`config.mk`:
```
export PLATFORM = sky130hd
export DESIGN_NAME = dma_priority_resolver
export DESIGN_NICKNAME = d
export VERILOG_FILES = /design/src/rtl/dma_priority_pkg.sv /design/src/rtl/dma_priority_resolver_encoder.sv /design/src/rtl/dma_priority_resolver.sv
export SDC_FILE = /design/constraint.sdc
export NUM_CORES = 1
export LEC_CHECK = 0
export CORE_MARGIN = 4
export CORE_UTILIZATION = 38
export DETAILED_ROUTE_END_ITERATION = 10
export GPL_ROUTABILITY_DRIVEN = 0
export GPL_TIMING_DRIVEN = 0
export PLACE_DENSITY = 0.77
export SYNTH_ARGS = -nofsm -noshare
export SYNTH_HDL_FRONTEND = slang
export SYNTH_HIERARCHICAL = 1
export SYNTH_SLANG_ARGS = --single-unit
```
`constraint.sdc`:
```
create_clock -name CLK -period 2.1 [get_ports CLK]
set_input_delay 0.315 -clock CLK [delete_from_list [all_inputs] [get_ports CLK]]
set_output_delay 0.315 -clock CLK [all_outputs]
set_load 0.02 [all_outputs]
```
`src/rtl/dma_priority_pkg.sv`:
```
// Shared types and helpers for the DMA channel priority resolver.
package dma_priority_pkg;

    localparam int unsigned NUM_CHANNELS = 4;

    typedef logic [1:0]              channel_t;
    typedef logic [NUM_CHANNELS-1:0] chanvec_t;

    typedef enum logic [1:0] {
        IDLE,
        GRANTED,
        RELEASE
    } resolverState_t;

    function automatic chanvec_t channel_onehot(input channel_t ch);
        return chanvec_t'(1) << ch;
    endfunction

endpackage

```
`src/rtl/dma_priority_resolver_encoder.sv`:
```
// Combinational priority search over the request vector, starting at the pointer and
// ascending modulo the channel count.
module rotating_priority_encoder
    import dma_priority_pkg::*;
(
    input  logic [NUM_CHANNELS-1:0] req,
    input  logic [1:0]              pointer,
    output logic [1:0]              winner,
    output logic                    anyValid
);

    channel_t cand;

    // Walk from the lowest-priority offset upward so the highest-priority hit is written last.
    always_comb begin
        winner   = pointer;
        anyValid = 1'b0;
        cand     = pointer;
        for (int i = NUM_CHANNELS - 1; i >= 0; i--) begin
            cand = pointer + channel_t'(i);
            if (req[cand]) begin
                winner   = cand;
                anyValid = 1'b1;
            end
        end
    end

endmodule

```
`src/rtl/dma_priority_resolver.sv`:
```
// Four-channel DREQ arbiter: synchronises requests, picks a fixed or rotating-priority
// winner and holds it until the transfer controller releases it.
module dma_priority_resolver
    import dma_priority_pkg::*;
#(
    parameter int unsigned SYNC_STAGES = 1
) (
    input  logic       CLK,
    input  logic       RESET,
    input  logic [3:0] DREQ,
    input  logic       dreqSenseLow,
    input  logic       rotatingPriority,
    input  logic       controllerDisable,
    input  logic [3:0] maskReg,
    input  logic [3:0] swRequestReg,
    input  logic       releaseGrant,
    output logic       requestValid,
    output logic [3:0] grantOneHot,
    output logic [1:0] grantIndex,
    output logic [3:0] clearSwRequest,
    output logic [1:0] priorityPointer
);

    chanvec_t syncQ [SYNC_STAGES];
    chanvec_t dreqQ;
    chanvec_t effReq;
    channel_t searchPointer;
    channel_t winner;
    logic     anyValid;

    resolverState_t stateQ, stateD;
    logic     validQ, validD;
    chanvec_t oneHotQ, oneHotD;
    channel_t indexQ, indexD;
    chanvec_t clearQ, clearD;
    channel_t pointerQ, pointerD;

    always_ff @(posedge CLK) begin
        if (RESET) begin
            for (int i = 0; i < SYNC_STAGES; i++) begin
                syncQ[i] <= '0;
            end
        end else begin
            syncQ[0] <= DREQ;
            for (int i = 1; i < SYNC_STAGES; i++) begin
                syncQ[i] <= syncQ[i-1];
            end
        end
    end

    assign dreqQ  = syncQ[SYNC_STAGES-1];
    // Software requests bypass both the mask and the synchroniser.
    assign effReq = ((dreqQ ^ {NUM_CHANNELS{dreqSenseLow}}) & ~maskReg) | swRequestReg;
    assign searchPointer = rotatingPriority ? pointerQ : '0;

    rotating_priority_encoder u_encoder (
        .req      (effReq),
        .pointer  (searchPointer),
        .winner   (winner),
        .anyValid (anyValid)
    );

    always_comb begin
        stateD   = stateQ;
        validD   = validQ;
        oneHotD  = oneHotQ;
        indexD   = indexQ;
        clearD   = '0;
        pointerD = pointerQ;

        unique case (stateQ)
            IDLE: begin
                if (anyValid && !controllerDisable) begin
                    validD  = 1'b1;
                    indexD  = winner;
                    oneHotD = channel_onehot(winner);
                    stateD  = GRANTED;
                end
            end
            GRANTED: begin
                if (releaseGrant) begin
                    validD  = 1'b0;
                    oneHotD = '0;
                    indexD  = '0;
                    clearD  = channel_onehot(indexQ);
                    if (rotatingPriority) begin
                        pointerD = indexQ + channel_t'(1);
                    end
                    stateD  = RELEASE;
                end
            end
            RELEASE: begin
                stateD = IDLE;
            end
            default: begin
                stateD = IDLE;
            end
        endcase

        if (!rotatingPriority) begin
            pointerD = '0;
        end
    end

    always_ff @(posedge CLK) begin
        if (RESET) begin
            stateQ   <= IDLE;
            validQ   <= 1'b0;
            oneHotQ  <= '0;
            indexQ   <= '0;
            clearQ   <= '0;
            pointerQ <= '0;
        end else begin
            stateQ   <= stateD;
            validQ   <= validD;
            oneHotQ  <= oneHotD;
            indexQ   <= indexD;
            clearQ   <= clearD;
            pointerQ <= pointerD;
        end
    end

    assign requestValid    = validQ;
    assign grantOneHot     = oneHotQ;
    assign grantIndex      = indexQ;
    assign clearSwRequest  = clearQ;
    assign priorityPointer = pointerQ;

endmodule

```
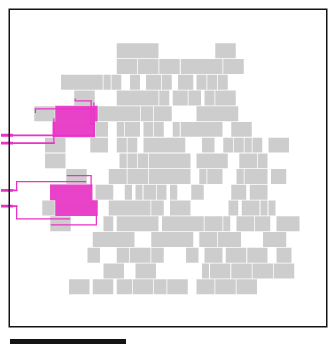
Figure 1: run 1, wires at chosen ports, followed through buffers.
Scale bar: 20 um.
`clearSwRequest` -> magenta  # direction output, end cells 4, wire 92.2 um

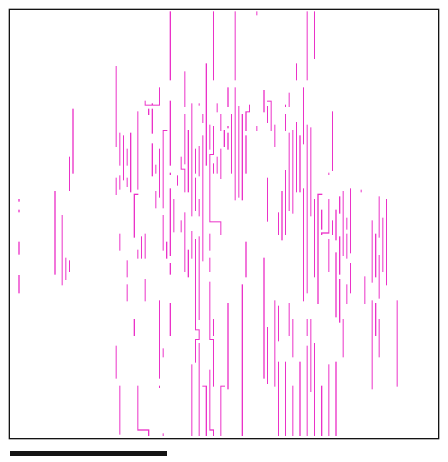
Figure 2: run 1, signal wires on met2.
Scale bar: 20 um.
longest straight run = 21.4 um
nets with wire on the layer = 120
wire length on this layer = 1000 um
share of all routed wire = 49%

==> results.py, run 1 <==
# Flow results
metrics = {
    "drt": {
        "avgViaCountPerCell": 5.10,
        "top_layer": "met4",
        "ant_nets": 0,
        "drc": 0,
    },
    "logic_synthesis": {
        "ys_cells": 91,
        "synthSimpleGateAreaFrac_pct": 31.5,
        "synth_warnings": 6,
        "yosys.area_share.xor_xnor_pct": 5.30,
        "fp_nets": 109,
        "synth_chip_area_um2": 827,
        "mux_area_share_pct": 1.21,
    },
    "outcome": {
        "status": "finished, final reports clean",
    },
    "critical_path": {
        "rrSetupSlack_ns": 0.12,
        "worst-path-stages": 8,
        "endpoint_kind": "register",
        "crit_buf_inv": 1,
        "reg2reg_from": "syncQ[0][3]",
        "slowest_delay_ns": 0.43,
    },
    "pwr": {
        "comb_power_w": 0.000144,
        "seq_power_share_pct": 54.1,
        "p_seq_w": 0.000385,
        "p_per_area_mw_per_mm2": 591,
        "combPwrFrac_pct": 20.2,
        "total_power_w": 0.000711,
    },
    "sta": {
        "finalHoldViolCount": 0,
        "fin_crit_ns": 1.98,
        "finalSetupViolCount": 0,
    },
    "floorplanning": {
        "core_area_mm2": 0.00202,
        "fp_util_pct": 40.9,
        "rows": 16,
        "die_h_um": 54.7,
        "n_tap_cell": 27,
        "die_w_um": 54.7,
        "chipArea_mm2": 0.00299,
    },
    "grt": {
        "globalRouteOverflowTotal": 0,
        "grt_pass1_vias": 783,
        "grt_pass1_wl_um": 3260,
        "antenna_found_initial": 0,
    },
    "layout": {
        "areaGrowthSynthToFinish_pct": 45.5,
        "ff_count": 19,
        "sh_seq_area_pct": 31.6,
        "final_nets": 144,
    },
    "placement": {
        "place_area_mm2": 0.00115,
    },
    "hold_path": {
        "hold_path_class": "register to register",
    },
    "cts": {
        "postCtsHoldBufs": 0,
        "cts.sinks": 19,
    },
}
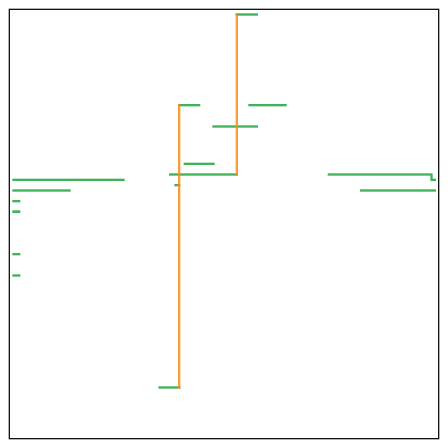
Figure 3: run 1, metal layers overlaid.
Only two layers are drawn.
met4 -> orange  # wire length 56.4 um
met3 -> green  # wire length 77.7 um
final wirelength: 2060 um
vias: 775
DR WL/cell: 13.5 um
GRT Util Overall: 15.5%

==> run 2, diff against run 1 <==
--- a/config.mk
+++ b/config.mk
@@ -6,11 +6,11 @@
 export NUM_CORES = 1
 export LEC_CHECK = 0
 export CORE_MARGIN = 4
-export CORE_UTILIZATION = 38
+export CORE_UTILIZATION = 44
 export DETAILED_ROUTE_END_ITERATION = 10
 export GPL_ROUTABILITY_DRIVEN = 0
 export GPL_TIMING_DRIVEN = 0
-export PLACE_DENSITY = 0.77
+export PLACE_DENSITY = 0.84
 export SYNTH_ARGS = -nofsm -noshare
 export SYNTH_HDL_FRONTEND = slang
 export SYNTH_HIERARCHICAL = 1
==> constraint.sdc (replaced) <==
create_clock -name CLK -period 2.55 [get_ports CLK]
set_input_delay 0.3825 -clock CLK [delete_from_list [all_inputs] [get_ports CLK]]
set_output_delay 0.3825 -clock CLK [all_outputs]
set_load 0.02 [all_outputs]
==> run 2 against run 1 <==
Net effect:
- first-iteration DRC count decreased by 54%
- total power decreased by 19%
- register-to-register slack better by 0.22 ns
- final cell count is 2.0% lower
- synthesized area unchanged
- via count decreased by 1.8%
- non-clock buffer count shrank 1
- hold slack improved by 0.0044 ns
- core utilization up 7.8 points
==> results.py, run 2 <==
# Flow results
metrics = {
    "outcome": {
        "status": "finished, final reports clean",
    },
    "layout": {
        "final_nets": 143,
        "areaGrowthSynthToFinish_pct": 42.1,
    },
    "critical_path": {
        "reg2reg_from": "syncQ[0][3]",
        "endpoint_kind": "register",
        "rrSetupSlack_ns": 0.34,
        "crit_buf_inv": 1,
        "slowest_delay_ns": 0.80,
        "worst-path-stages": 7,
    },
    "pwr": {
        "p_per_area_mw_per_mm2": 492,
        "p_seq_w": 0.000317,
        "comb_power_w": 0.000112,
    },
    "floorplanning": {
        "fp_util_pct": 47.4,
        "die_h_um": 51.4,
        "die_w_um": 51.4,
        "rows": 15,
    },
    "drt": {
        "routed-via-count": 761,
        "finalWirelength_um": 1960,
        "top_layer": "met4",
        "avgViaCountPerCell": 5.11,
        "ant_nets": 0,
        "drc": 0,
    },
    "hold_path": {
        "hold_path_class": "register to register",
    },
    "grt": {
        "grt_pass1_wl_um": 3290,
        "grt_pass1_vias": 730,
        "grt_usage_pct": 16.6,
    },
    "logic_synthesis": {
        "ys_cells": 91,
        "synthSimpleGateAreaFrac_pct": 31.5,
        "synth_warnings": 6,
        "mux_area_share_pct": 1.21,
        "yosys.area_share.xor_xnor_pct": 5.30,
    },
    "cts": {
        "postCtsHoldBufs": 0,
        "cts.sinks": 19,
    },
    "sta": {
        "finalHoldViolCount": 0,
    },
}
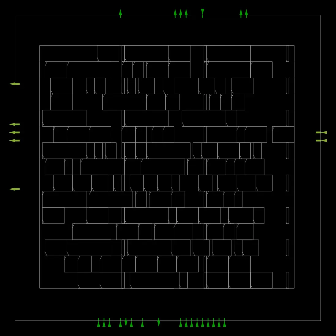
Figure 4: run 2, placement view.
sequential share of cell area: 32.4%
final core utilization: 67.3%
flip-flops: 19

No activity file was given, so power comes from the tool's default toggle rates.
